--- config.mk ---
export PLATFORM = sky130hd
export DESIGN_NAME = sodor_lb_lockstep_monitor
export DESIGN_NICKNAME = d
export VERILOG_FILES = /design/src/rtl/sodor_verif_pkg.sv /design/src/rtl/sodor_lb_lockstep_monitor_lb_entry_cmp.sv /design/src/rtl/sodor_lb_lockstep_monitor.sv
export SDC_FILE = /design/constraint.sdc
export NUM_CORES = 1
export LEC_CHECK = 0
export CAP_MARGIN = 20
export CELL_PAD_IN_SITES_DETAIL_PLACEMENT = 1
export CELL_PAD_IN_SITES_GLOBAL_PLACEMENT = 2
export CORE_AREA = 2 2 265 136
export DETAILED_ROUTE_END_ITERATION = 7
export DIE_AREA = 0 0 267 138
export PLACE_DENSITY = 0.85
export SETUP_SLACK_MARGIN = 0.3
export SYNTH_ARGS = -nofsm -noshare
export SYNTH_HDL_FRONTEND = slang
export SYNTH_HIERARCHICAL = 1
export SYNTH_SLANG_ARGS = --single-unit
--- constraint.sdc ---
create_clock -name i_clk -period 6.6 [get_ports i_clk]
set_clock_uncertainty 0.05 [all_clocks]
set_input_delay 1.32 -clock i_clk [delete_from_list [all_inputs] [get_ports i_clk]]
set_output_delay 1.32 -clock i_clk [all_outputs]
set_load 0.1 [all_outputs]
--- src/rtl/sodor_verif_pkg.sv ---
// Purpose: shared types for the Sodor5 load-buffer lockstep monitor.
// Latency: n/a (types only).
// Backpressure: n/a.
// Contents: mon_state_e (monitor FSM states) and lb_entry_t (one load-buffer
// entry). Entry fields are sized to LB_MAX_W. Narrower tables are zero-extended
// into them, which leaves the results of equality compares unchanged.
package sodor_verif_pkg;

  localparam int LB_MAX_W = 64;

  typedef enum logic [2:0] {
    S_RESET,
    S_WAIT,
    S_SYNC,
    S_RUN,
    S_CHECK,
    S_DONE
  } mon_state_e;

  typedef struct packed {
    logic                valid;
    logic [LB_MAX_W-1:0] addr;
    logic [LB_MAX_W-1:0] data;
  } lb_entry_t;

endpackage

--- src/rtl/sodor_lb_lockstep_monitor_lb_entry_cmp.sv ---
// Purpose: compares one load-buffer entry pair (copy A vs copy B).
// Latency: combinational, 0 cycles.
// Backpressure: none.
// Ports: i_a, i_b  entries from copy A and copy B
//        o_diverge asserted when a valid mismatch exists, or when both entries
//                  are valid and their address differs (their data is also
//                  compared under LB_DATA_CHECK_EN).
// Config macro: LB_DATA_CHECK_EN adds the data compare for valid entry pairs.
module lb_entry_cmp
  import sodor_verif_pkg::*;
(
  input  lb_entry_t i_a,
  input  lb_entry_t i_b,
  output logic      o_diverge
);

  logic w_valid_mismatch;
  logic w_both_valid;

  assign w_valid_mismatch = i_a.valid ^ i_b.valid;
  assign w_both_valid     = i_a.valid & i_b.valid;

`ifdef LB_DATA_CHECK_EN
  assign o_diverge = w_valid_mismatch |
                     (w_both_valid & ((i_a.addr != i_b.addr) | (i_a.data != i_b.data)));
`else
  // The data fields are not part of the check in this build.
  logic w_unused_data;
  assign w_unused_data = ^{i_a.data, i_b.data};
  assign o_diverge = w_valid_mismatch | (w_both_valid & (i_a.addr != i_b.addr));
`endif

endmodule

--- src/rtl/sodor_lb_lockstep_monitor.sv ---
// Purpose: two-copy lockstep monitor. It sequences core reset, flags the sync
//          window, tracks load-buffer divergence, and issues one pass/fail verdict.
// Latency: o_diverge_now and o_check_pass are combinational. The sticky and
//          first-divergence outputs are registered one cycle after the divergence.
// Backpressure: none. The monitor observes only and never stalls either copy.
// Ports: i_clk, i_reset (sync, active-high); i_arch_eq; i_lb_{valid,addr,data}_{a,b}
//        (entry i at [i*W +: W]); o_core_reset, o_sync_window, o_diverge_now,
//        o_diverge_sticky, o_first_cycle, o_first_entry, o_precond_fail,
//        o_check_fire, o_check_pass, o_done.
// Config macro: LB_DATA_CHECK_EN (see lb_entry_cmp).
module sodor_lb_lockstep_monitor
  import sodor_verif_pkg::*;
#(
  parameter int NUM_ENTRIES  = 4,
  parameter int ADDR_W       = 32,
  parameter int DATA_W       = 32,
  parameter int RESET_CYCLES = 2,
  parameter int SYNC_CYCLE   = 2,
  parameter int CHECK_CYCLE  = 20,
  parameter int CNT_W        = 6,
  localparam int IDX_W       = (NUM_ENTRIES > 1) ? $clog2(NUM_ENTRIES) : 1
) (
  input  logic                          i_clk,
  input  logic                          i_reset,
  input  logic                          i_arch_eq,
  input  logic [NUM_ENTRIES-1:0]        i_lb_valid_a,
  input  logic [NUM_ENTRIES*ADDR_W-1:0] i_lb_addr_a,
  input  logic [NUM_ENTRIES*DATA_W-1:0] i_lb_data_a,
  input  logic [NUM_ENTRIES-1:0]        i_lb_valid_b,
  input  logic [NUM_ENTRIES*ADDR_W-1:0] i_lb_addr_b,
  input  logic [NUM_ENTRIES*DATA_W-1:0] i_lb_data_b,
  output logic                          o_core_reset,
  output logic                          o_sync_window,
  output logic                          o_diverge_now,
  output logic                          o_diverge_sticky,
  output logic [CNT_W-1:0]              o_first_cycle,
  output logic [IDX_W-1:0]              o_first_entry,
  output logic                          o_precond_fail,
  output logic                          o_check_fire,
  output logic                          o_check_pass,
  output logic                          o_done
);

  localparam logic [CNT_W-1:0] C_RESET_LAST = CNT_W'(RESET_CYCLES - 1);
  localparam logic [CNT_W-1:0] C_SYNC_PREV  = CNT_W'(SYNC_CYCLE - 1);
  localparam logic [CNT_W-1:0] C_CHECK_PREV = CNT_W'(CHECK_CYCLE - 1);

  mon_state_e           r_state;
  mon_state_e           w_state_nxt;
  logic [CNT_W-1:0]     r_cyc;
  logic                 r_sticky;
  logic [CNT_W-1:0]     r_first_cycle;
  logic [IDX_W-1:0]     r_first_entry;
  logic                 r_precond_fail;

  lb_entry_t            w_ent_a [NUM_ENTRIES];
  lb_entry_t            w_ent_b [NUM_ENTRIES];
  logic [NUM_ENTRIES-1:0] w_div;
  logic [IDX_W-1:0]     w_first_idx;
  logic                 w_compare_en;
  logic                 w_diverge_now;

  // Zero-extend each flattened entry into the shared entry type.
  always_comb begin
    for (int i = 0; i < NUM_ENTRIES; i++) begin
      w_ent_a[i] = '0;
      w_ent_b[i] = '0;
      w_ent_a[i].valid = i_lb_valid_a[i];
      w_ent_b[i].valid = i_lb_valid_b[i];
      w_ent_a[i].addr[ADDR_W-1:0] = i_lb_addr_a[i*ADDR_W +: ADDR_W];
      w_ent_b[i].addr[ADDR_W-1:0] = i_lb_addr_b[i*ADDR_W +: ADDR_W];
      w_ent_a[i].data[DATA_W-1:0] = i_lb_data_a[i*DATA_W +: DATA_W];
      w_ent_b[i].data[DATA_W-1:0] = i_lb_data_b[i*DATA_W +: DATA_W];
    end
  end

  for (genvar g = 0; g < NUM_ENTRIES; g++) begin : g_cmp
    lb_entry_cmp u_cmp (
      .i_a       (w_ent_a[g]),
      .i_b       (w_ent_b[g]),
      .o_diverge (w_div[g])
    );
  end

  // Scan from the top index downwards so that the lowest diverging entry is
  // the one that is kept.
  always_comb begin
    w_first_idx = '0;
    for (int i = NUM_ENTRIES - 1; i >= 0; i--) begin
      if (w_div[i]) w_first_idx = IDX_W'(i);
    end
  end

  assign w_compare_en  = (r_state == S_RUN) || (r_state == S_CHECK);
  assign w_diverge_now = w_compare_en && (|w_div);

  // Cycle counter: it counts from harness reset release and holds at all-ones.
  always_ff @(posedge i_clk) begin
    if (i_reset) begin
      r_cyc <= '0;
    end else if (r_cyc != '1) begin
      r_cyc <= r_cyc + 1'b1;
    end
  end

  always_ff @(posedge i_clk) begin
    if (i_reset) r_state <= S_RESET;
    else         r_state <= w_state_nxt;
  end

  always_comb begin
    w_state_nxt = r_state;
    unique case (r_state)
      S_RESET: begin
        if (r_cyc == C_RESET_LAST) begin
          // If the sync cycle comes right after core reset, there is no wait phase.
          w_state_nxt = (SYNC_CYCLE == RESET_CYCLES) ? S_SYNC : S_WAIT;
        end
      end
      S_WAIT:  if (r_cyc == C_SYNC_PREV)  w_state_nxt = S_SYNC;
      S_SYNC:  w_state_nxt = S_RUN;
      S_RUN:   if (r_cyc == C_CHECK_PREV) w_state_nxt = S_CHECK;
      S_CHECK: w_state_nxt = S_DONE;
      S_DONE:  w_state_nxt = S_DONE;
      default: w_state_nxt = S_RESET;
    endcase
  end

  // Sticky divergence, first-divergence capture, and the precondition flag.
  // Because comparison is gated off in S_DONE, these registers hold their
  // values after the verdict.
  always_ff @(posedge i_clk) begin
    if (i_reset) begin
      r_sticky       <= 1'b0;
      r_first_cycle  <= '0;
      r_first_entry  <= '0;
      r_precond_fail <= 1'b0;
    end else begin
      if (r_state == S_SYNC) r_precond_fail <= !i_arch_eq;
      if (w_diverge_now && !r_sticky) begin
        r_sticky      <= 1'b1;
        r_first_cycle <= r_cyc;
        r_first_entry <= w_first_idx;
      end
    end
  end

  assign o_core_reset     = (r_state == S_RESET);
  assign o_sync_window    = (r_state == S_SYNC);
  assign o_diverge_now    = w_diverge_now;
  assign o_diverge_sticky = r_sticky;
  assign o_first_cycle    = r_first_cycle;
  assign o_first_entry    = r_first_entry;
  assign o_precond_fail   = r_precond_fail;
  assign o_check_fire     = (r_state == S_CHECK);
  // A divergence in the verdict cycle itself still fails the check.
  assign o_check_pass     = (r_state == S_CHECK) && !r_sticky && !w_diverge_now && !r_precond_fail;
  assign o_done           = (r_state == S_DONE);

endmodule

==> results.txt, run 1 <==
Crit path DRT: 5230 ps
# Post-CTS Setup Buffers: 0
Tool warnings: 283
Crit Reg-Reg Startpoint: r_state[2]
Worst hold path class: reg2reg
Initial Util: 10.78%
Vias per cell: 3.146
Clock Power Share: 18.5%
Worst-path clk slew: 50 ps
Critical Path Sink: o_diverge_now
Seq/total area: 4.617%
Die x size: 267 um
Cell Rows: 49
WS Path Type: in2out
Flop area: 380.4 um^2
End of the worst register-to-register path: o_first_cycle[4]
Max VDD drop: 0.0001004 V
Number of CTS-inserted buffers: 3
Outcome: finished, final reports clean
Buffers outside the clock class: 285
GP Congestion: 0.7669
Tmin final: 5683 ps
Gate Area: 4302 um^2
Cell Pwr Density: 83.29 nW/um^2
Net switching power: 0.2211 mW
Post-synth EDFFs: 0
Antenna diodes: 1
Layout cells sized above 1: 1.712%
Yosys warns: 6
Comb gates: 677
Layout clock buffer count: 4
Largest net degree at the start of global routing: 15
Reg2Reg Setup Slack: 4810 ps
Worst slew margin: 24.44%
Hold Path End: o_first_entry[0]
Top Layout Cells: clkdlybuf4s50_1 (280), xnor2_1 (257), conb_1 (256), nand4_1 (69), dfxtp_1 (19)
Clock-cell share of area: 0.9567%
Initial DRT Pass Iterations: 4
Worst Hold Launch: o_first_entry[0]
Yosys stat area: 3774 um^2
Net switching share of the total power: 32.22%
TNS Setup: 0 ps
I/O pins: 539
Largest class: logic gates
Seq pwr share: 18.1%
Highest fanout seen on the critical path: 4
CTS tree: done
CTS Hold Buffers Added: 0
Inverters: 8
Fin crit share: 86.10%
Clock latency on the worst-skew pair: 250 ps
Core Box Area: 35010 um^2
Final count of hold timing violations: 0
Yosys top cell area share: 59.65%
Post-route ant nets: 0
Max cap viols: 0
Pwr Total: 0.6863 mW
Area overhead of the layout relative to synthesis: 118.3%
RSZ-0062 raised after global routing: no
P_leak: 2.702 nW
Die height: 138 um
Yosys top cell by area: xnor2_1
Critical path data arrival time: 4310 ps
Slew Viols, Final: 0
H-tree lvl count: 1
FMAX: 176.0 MHz
P_int: 0.4651 mW
Power Clock: 0.127 mW
Combinational power share: 63.3%
Detailed Route Iter0 Violations: 101
Synth cell types: 33
FF+latch count: 19
Seq pwr: 0.125 mW
First-pass GRT wire length: 25.70 mm
Sequential cell area fraction in the yosys report: 10.08%
Fillcell total: 4265
Main flop type: dfxtp_1
Synth Area per Inst: 8.349 um^2
TAP cells: 484
Synth flops: 19
## run 1: metal layers
metal | up-vias | global-route usage [%] | share of wire, % | wire length [um]
met3 | 6 | 1.015 | 4.7 | 794
met2 | 94 | 14.83 | 45 | 7720
li1 | 2416 | - | - | -
met4 | 0 | 0.5027 | 0.32 | 55
met5 | - | 0 | 0 | 0
met1 | 2134 | 12.95 | 50 | 8456
## run 1: cell usage after synthesis, types with 4 or more instances
library cell and instances:
xnor2_1 257, nand4_1 69, dfxtp_1 19, nand2_1 16, nor4_1 15, inv_1 8, mux2i_1 7, ha_1 6
nor3_1 6, o21ai_0 6, a21o_1 4, a21oi_1 4, nor4_2 4
## run 1: registers in the layout, indices dropped and copies added (netlist names)
signal	count
r_cyc	6
r_state	3
o_diverge_sticky	1
o_first_cycle	6
o_precond_fail	1
o_first_entry	2
## run 1: worst max-delay path, cell delays in order
cell and delay [ps]:
clkdlybuf4s50_1 420, xnor2_1 190, nand4_1 250, nor4_1 510, nand4_1 350, a21o_1 310
or4_1 450, o21ai_0 130, inv_1 120, buf_4 250
## run 1: per-stage QoR
step                      std cells  hold WS [ps]  util, %  setup slack, ps  instance area, um^2
after floorplan                 707         415.1        -            701.7                 4731
after global placement         1473         397.1    23.30            836.1                 8158
after detailed placement       1473         401.7    23.30            811.2                 8158
after CTS                      1477         411.1    23.53            799.0                 8237
after global routing           1477         446.3    23.53            707.7                 8237
final                          1478         406.6    23.54            917.2                 8239
## run 1: logic make-up after synthesis
family | Yosys count | share of synthesized area [%]
other | 1 | 0.09937
DFF | 19 | 10.08
muxes | 7 | 1.857
AOI/OAI and AO/OA | 22 | 3.946
buffers and inverters | 11 | 1.293
and+or+nand+nor | 128 | 20.86
adders and majority gates | 6 | 1.989
xor gates and xnor gates | 258 | 59.88
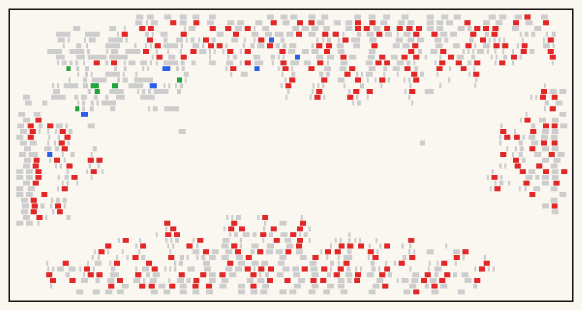
Run 1: selected gate families
| family | color | cells |
|---|---|---|
| non-inverting ao/oa cells | blue | 7 |
| and/or cells | green | 6 |
| xor and xnor cells | red | 258 |
top logic cell by instance count in the layout: clkdlybuf4s50_1
logic share of the area: 52.21%
fin cells: 1478

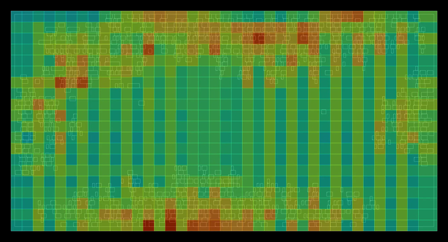
Run 1: congestion heat map
grt met2 use: 14.83%
GRT met3 Usage: 1.015%
Tot GR Track Use: 8.943%
gr busiest metal: met2
final core occ: 23.54%

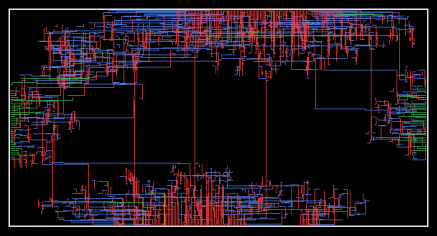
Run 1: metal layers overlaid
| layer | color | wire length |
|---|---|---|
| metal 2 | red | 7720 um |
| metal 4 | orange | 55.8 um |
| metal 3 | green | 794 um |
| metal 1 | blue | 8460 um |
routed vias: 4650
final WL: 17.03 mm
routed len/inst: 11.52 um

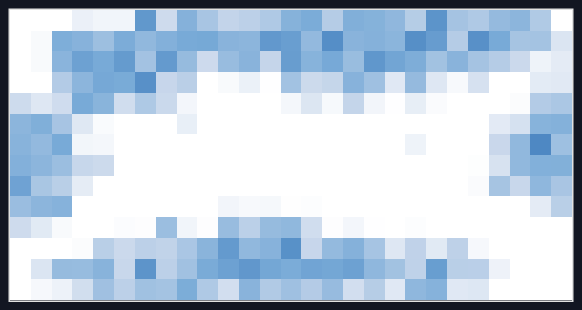
Run 1: placement density heat map
The die is cut into 27 by 14 equal tiles; white is low, dark blue is high, 0 to 100% covered.
nearly empty tiles: 38%
mean over tiles: 21%
emptiest ninth of the die: middle
fullest tile: 64%

==> run 2: changes to the inputs <==
--- a/config.mk
+++ b/config.mk
@@ -5,13 +5,14 @@
 export SDC_FILE = /design/constraint.sdc
 export NUM_CORES = 1
 export LEC_CHECK = 0
+export ABC_CLOCK_PERIOD_IN_PS = 6600
 export CAP_MARGIN = 20
 export CELL_PAD_IN_SITES_DETAIL_PLACEMENT = 1
 export CELL_PAD_IN_SITES_GLOBAL_PLACEMENT = 2
 export CORE_AREA = 2 2 265 136
 export DETAILED_ROUTE_END_ITERATION = 7
 export DIE_AREA = 0 0 267 138
-export PLACE_DENSITY = 0.85
+export PLACE_DENSITY = 0.89
 export SETUP_SLACK_MARGIN = 0.3
 export SYNTH_ARGS = -nofsm -noshare
 export SYNTH_HDL_FRONTEND = slang
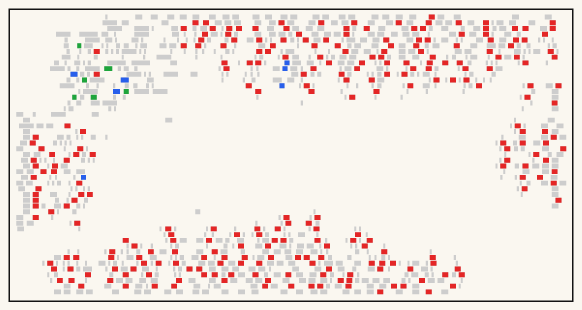
Run 2: selected gate families
logic share of the area: 52.24%
fin cells: 1475

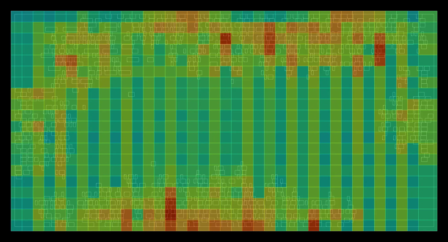
Run 2: congestion heat map
final core occ: 23.52%
grt met2 use: 14.76%
routed len/inst: 11.49 um
met1 global-route usage: 12.95%
GRT met3 Usage: 1.300%

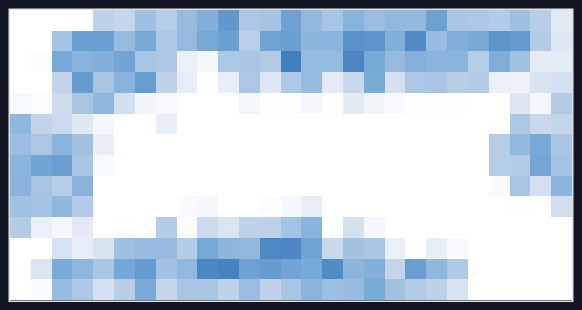
Run 2: placement density heat map
The die is cut into 27 by 14 equal tiles; white is low, dark blue is high, 0 to 100% covered.
nearly empty tiles: 39%
emptiest ninth of the die: middle
mean over tiles: 21%
fullest tile: 68%

==> run 2 against run 1 <==
Compared with the run above: die size stayed put; sequential power hardly changed; core utilization hardly changed; routed wire length is 0.43% lower; sequential share of layout area hardly changed; flip-flop count stayed put; critical path type unchanged; highest routed layer is now met5; largest cell class unchanged.
==> results.txt, run 2 <==
Outcome: finished, final reports clean
Max VDD drop: 0.00008328 V (-17%)
Worst Hold Launch: o_first_cycle[1]
Core Box Area: 35010 um^2 (unchanged)
CTS Hold Buffers Added: 0 (unchanged)
Pwr Total: 0.6814 mW (-0.72%)
Highest fanout seen on the critical path: 4 (unchanged)
P_int: 0.4650 mW (about the same)
CTS tree: done
Critical Path Slowest Stage Cell: nor4_1
Antenna diodes: 0 (-1)
Inst Count DP: 1471 (-0.14%)
Reg2Reg Setup Slack: 4930 ps (+120 ps)
Seq pwr share: 18.3% (+0.2 points)
Tmin final: 5714 ps (+30.98 ps)
Worst-path clk slew: 50 ps (about the same)
Clock latency on the worst-skew pair: 250 ps (about the same)
Slew Viols, Final: 0 (unchanged)
TNS Setup: 0 ps (unchanged)
Max cap viols: 0 (unchanged)
Area fraction in compound gates: 3.946% (unchanged)
Post-route worst setup slack: 886.3 ps (-30.98 ps)
Number of CTS-inserted buffers: 3 (unchanged)
Combinational power share: 63.4% (about the same)
Pre-CTS WS: 809.2 ps (-2.002 ps)
Die x size: 267 um (unchanged)
Yosys top cell by area: xnor2_1
RSZ-0062 raised after global routing: no
Routed vias: 4650 (unchanged)
Adders+Majority by Area: 1.989% (unchanged)
Initial DRT Pass Iterations: 4 (unchanged)
Synth cell types: 33 (unchanged)
Post-route ant nets: 0 (unchanged)
Initial Util: 10.78% (unchanged)
Yosys top cell area share: 59.65% (unchanged)
Stages on worst setup path: 10 (unchanged)
First-pass GRT wire length: 25.92 mm (+0.89%)
Net switching power: 0.2163 mW (-2.2%)
P_leak: 2.693 nW (-0.31%)
Fillcell total: 4294 (+0.68%)
Main flop type: dfxtp_1
# Post-CTS Setup Buffers: 0 (unchanged)
Fin crit share: 86.57% (+0.47 points)
Crit path max-delay family: simple AND/OR/NAND/NOR gates
FMAX: 175.0 MHz (-0.54%)
Sequential cell area fraction in the yosys report: 10.08% (unchanged)
Crit path DRT: 5230 ps (about the same)
Worst hold path class: reg2reg
Post-synth EDFFs: 0 (unchanged)
Top Layout Cells: clkdlybuf4s50_1 (280), xnor2_1 (257), conb_1 (256), nand4_1 (69), dfxtp_1 (19)
Synth flops: 19 (unchanged)
Cell Pwr Density: 82.75 nW/um^2 (-0.66%)
Cell Rows: 49 (unchanged)
Top logic cell by instance count in the layout: clkdlybuf4s50_1
Gate Area: 4302 um^2 (unchanged)
Area overhead of the layout relative to synthesis: 118.2% (about the same)
Detailed Route Iter0 Violations: 84 (-17%)
Tot GR Track Use: 9.014% (+0.072 points)
Basic Gates by Area: 20.86% (unchanged)
CP dominant cell by count: nand4_1
==> run 2: area by class of cell <==
cell class / instances / area share [%]
Timing Repair Buffer: 283 / 34.46
Clock buffer: 4 / 0.9573
Tap cell: 484 / 7.355
Inverter: 8 / 0.3647
Sequential cell: 19 / 4.619
Multi-Input combinational cell: 677 / 52.24
==> run 2: metal layers <==
metal	vias up	share of wire [%]	GRT usage (%)
met4	2	0.49	0.7392
met5	-	0.077	0
met2	81	45	14.76
met1	2146	49	12.95
li1	2411	-	-
met3	10	5.0	1.300
==> run 2: worst max-delay path by stage <==
stage	endpoint	slack, ps
floorplan	o_check_pass	700
global placement	o_diverge_now	800
detailed placement	o_diverge_now	810
CTS	o_diverge_now	790
global route	o_check_pass	680
finish	o_diverge_now	890
==> run 2: tightest hold or removal path, cell delays in order, from the launching register on <==
cell     delay, ps
dfxtp_1        300
nand2_1         50
mux2i_1         50
==> run 2: cell families (layout without fill, tap and decap cells) <==
logic type | Yosys count | count (layout)
flops | 19 | 19
mux | 7 | 7
simple gates | 128 | 128
other cells | 1 | 256
compound gates | 22 | 22
fa+ha+maj | 6 | 6
xor+xnor | 258 | 258
buf+inv | 11 | 295
==> run 2: power groups by stage <==
stage               clock network [mW]  logic, mW  registers, mW
CTS                              0.130      0.427          0.124
finish                           0.125      0.432          0.125
floorplan                            0      0.212          0.135
global placement                     0      0.419          0.127
global route                     0.136      0.473          0.125
detailed placement                   0      0.425          0.127
Power is estimated from default activity; no workload was simulated.
